port_trees.png
Drawn at 4 px/µm.
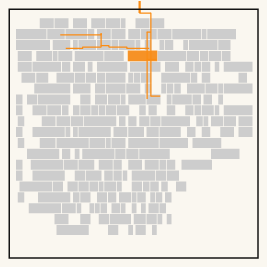
m2.png
Drawn at 8 px/µm.
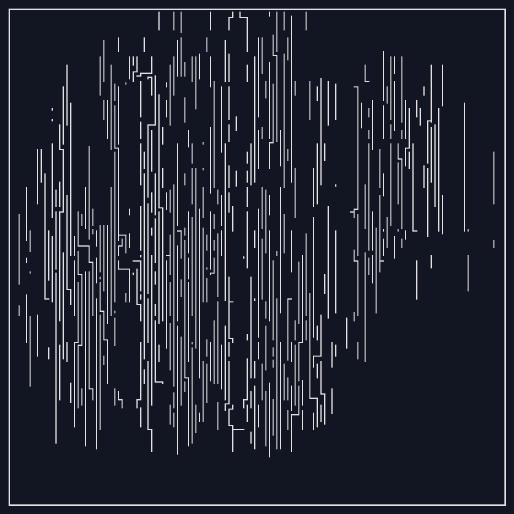
File: config.mk
export PLATFORM = sky130hd
export DESIGN_NAME = arb8_sched
export DESIGN_NICKNAME = d
export VERILOG_FILES = /design/src/rtl/arb8_sched_pkg.sv /design/src/rtl/arb8_sched_en_decode3_8.sv /design/src/rtl/arb8_sched.sv
export SDC_FILE = /design/constraint.sdc
export NUM_CORES = 1
export LEC_CHECK = 0
export CORE_UTILIZATION = 50
export CTS_BUF_LIST = sky130_fd_sc_hd__clkbuf_8 sky130_fd_sc_hd__clkbuf_16
export DETAILED_ROUTE_END_ITERATION = 12
export MAX_ROUTING_LAYER = met4
export PLACE_DENSITY = 0.87
export SETUP_SLACK_MARGIN = 0.5
export SYNTH_ARGS = -nofsm -noshare
export SYNTH_HDL_FRONTEND = slang
export SYNTH_HIERARCHICAL = 1
export SYNTH_SLANG_ARGS = --single-unit
File: constraint.sdc
create_clock -name clk -period 2.9 [get_ports clk]
set_input_delay 0.58 -clock clk [delete_from_list [all_inputs] [get_ports clk]]
set_output_delay 0.58 -clock clk [all_outputs]
set_load 0.02 [all_outputs]
File: src/rtl/arb8_sched_pkg.sv
// arb8_sched_pkg: shared arbiter state encoding and requester count
package arb8_sched_pkg;
  localparam int NREQ = 8;
  typedef enum logic [1:0] {IDLE, BUSY, RELEASE} state_t;
endpackage

File: src/rtl/arb8_sched_en_decode3_8.sv
// en_decode3_8: 3-to-8 one-hot decoder with enable
module en_decode3_8 (
  input  logic [2:0] in,
  input  logic       enable,
  output logic [7:0] out
);
  assign out = enable ? 8'(8'd1 << in) : 8'h00;
endmodule

File: src/rtl/arb8_sched.sv
// arb8_sched: 8-way round-robin arbiter with hold limit and forced-release timeout
module arb8_sched
  import arb8_sched_pkg::*;
#(
  parameter int MAX_HOLD = 16
) (
  input  logic       clk,
  input  logic       reset,
  input  logic [7:0] req,
  input  logic       done,
  output logic [2:0] grant_idx,
  output logic       grant_en,
  output logic [7:0] grant,
  output logic       timeout
);
  localparam logic [7:0] HOLD_LAST = 8'(MAX_HOLD - 1);
  state_t     state, state_n;
  logic [2:0] ptr, ptr_n, idx_n, win, cand;
  logic [7:0] hold_cnt, cnt_n;
  logic       en_n, to_n, found, at_limit, rel;
  always_comb begin
    found = 1'b0;
    win   = ptr;
    cand  = ptr;
    // scan highest offset first so the nearest request at or after ptr wins
    for (int i = NREQ - 1; i >= 0; i--) begin
      cand = ptr + 3'(i);
      if (req[cand]) begin
        win   = cand;
        found = 1'b1;
      end
    end
  end
  assign at_limit = hold_cnt == HOLD_LAST;
  assign rel      = done || !req[grant_idx] || at_limit;
  always_comb begin
    state_n = state;
    ptr_n   = ptr;
    cnt_n   = hold_cnt;
    idx_n   = grant_idx;
    en_n    = grant_en;
    to_n    = 1'b0;
    case (state)
      IDLE: if (found) begin
        idx_n   = win;
        en_n    = 1'b1;
        cnt_n   = 8'd0;
        state_n = BUSY;
      end
      BUSY: if (rel) begin
        en_n    = 1'b0;
        ptr_n   = grant_idx + 3'd1;
        state_n = RELEASE;
        to_n    = at_limit && !done && req[grant_idx];
      end else begin
        cnt_n = at_limit ? hold_cnt : hold_cnt + 8'd1;
      end
      default: state_n = IDLE;
    endcase
  end
  always_ff @(posedge clk) begin
    if (!reset) begin
      state     <= IDLE;
      ptr       <= 3'd0;
      hold_cnt  <= 8'd0;
      grant_idx <= 3'd0;
      grant_en  <= 1'b0;
      timeout   <= 1'b0;
    end else begin
      state     <= state_n;
      ptr       <= ptr_n;
      hold_cnt  <= cnt_n;
      grant_idx <= idx_n;
      grant_en  <= en_n;
      timeout   <= to_n;
    end
  end
  en_decode3_8 u_dec (
    .in    (grant_idx),
    .enable(grant_en),
    .out   (grant)
  );
endmodule

==> impl_metrics.csv <==
group,metric,value,unit
die,dieHeight,61.8,µm
worst_setup_path,crit_path_start,"ptr[0]",
synthesis,synthAoiAreaFrac,12.9,%
clock_tree,htreeDepth,1,
power,vdd_drop_max,498,µV
placed_design,numPlacedInstances,259,
final_timing,maxSlewViolCount,0,
final_timing,worst_setup_slack_after_layout,0.555,ns
synthesis,main_synth_ff_type,"dfxtp_1",
final_timing,clock_skew,0.00427,ns
routing,detail_route.vias_per_cell,6.04,
synthesis,post_synth_main_area_contributors,"dfxtp_1 (20%), mux4_2 (16%), mux2i_1 (9.0%)",
status,status,"finished clean",
power,switching_component_of_the_power,0.573,mW
finish,max_flop_register,"hold_cnt",
clock_tree,clk-insertion-delay-late,0.25,ns
synthesis,syn_inst,193,
global_route,grt_max_degree,17,
global_route,global_route.usage.total,24.4,%
clock_tree,total_clock_buffers_created_by_cts,3,
synthesis,synth-cells-yosys,193,
finish,signal_buffer_area_fraction,17.2,%
About port_trees.png:
colour	port	bits	direction	edge	end cells	buffers	wire
orange	grant_en	1	output	top	1	1	81.8 µm
count of buffers from port buffering: 23
number of placed I/O pins: 24

About m2.png:
share of all routed wire	49%
wire length on this layer	2170 µm
main direction	vertical
longest straight run	25.2 µm
nets with wire on the layer	219

==> power groups by stage <==
stage	Combinational, mW	Clock (mW)	Sequential (mW)
6_report	0.878	0.204	0.341
5_1_grt	0.940	0.214	0.347
4_1_cts	0.757	0.204	0.335
3_5_place_dp	0.732	0	0.339
3_3_place_gp	0.717	0	0.338
2_1_floorplan	0.568	0	0.334
==> cell usage in the layout (no fill, tap or decap), types with 2 or more instances in the layout <==
cell / netlist / layout
a21oi_1: 11 / 10
nand2b_1: 5 / 5
nand2_1: 9 / 9
xnor2_1: 3 / 3
a211oi_1: 2 / 2
nor3_1: 3 / 3
or2_2: 2 / 2
mux2_2: 3 / 3
and2_1: 4 / 4
xor2_1: 9 / 8
and3_1: 5 / 5
dfxtp_2: 0 / 4
ha_1: 4 / 2
clkbuf_8: 0 / 4
dfxtp_1: 18 / 13
o21a_1: 2 / 2
buf_6: 3 / 3
and4b_2: 2 / 2
o21ai_0: 8 / 8
inv_1: 5 / 3
nor2b_1: 3 / 3
mux4_2: 13 / 13
nor4_4: 2 / 2
buf_4: 0 / 20
clkbuf_2: 0 / 8
nand4_1: 5 / 5
clkdlybuf4s50_1: 0 / 15
and4bb_1: 2 / 2
mux2i_1: 16 / 16
nand3_1: 4 / 4
nor2_1: 24 / 24
==> routing by layer <==
metal	wire [µm]	up-vias	track usage (%)
met5	0	-	-
met4	17	0	5.08
met3	340	4	3.73
met2	2170	72	39.5
met1	1910	803	32.6
li1	-	811	-
==> worst max-delay path: stages (launching register included) <==
cell,delay (ns)
dfxtp_4,0.38
inv_6,0.05
ha_4,0.26
buf_6,0.13
buf_6,0.12
mux2i_1,0.11
mux4_2,0.51
o21ai_2,0.17
a21oi_2,0.07
nor3b_2,0.21
xnor2_1,0.15
a21oi_1,0.08
Power figures rest on the tool's default switching activity, not on a simulated workload.
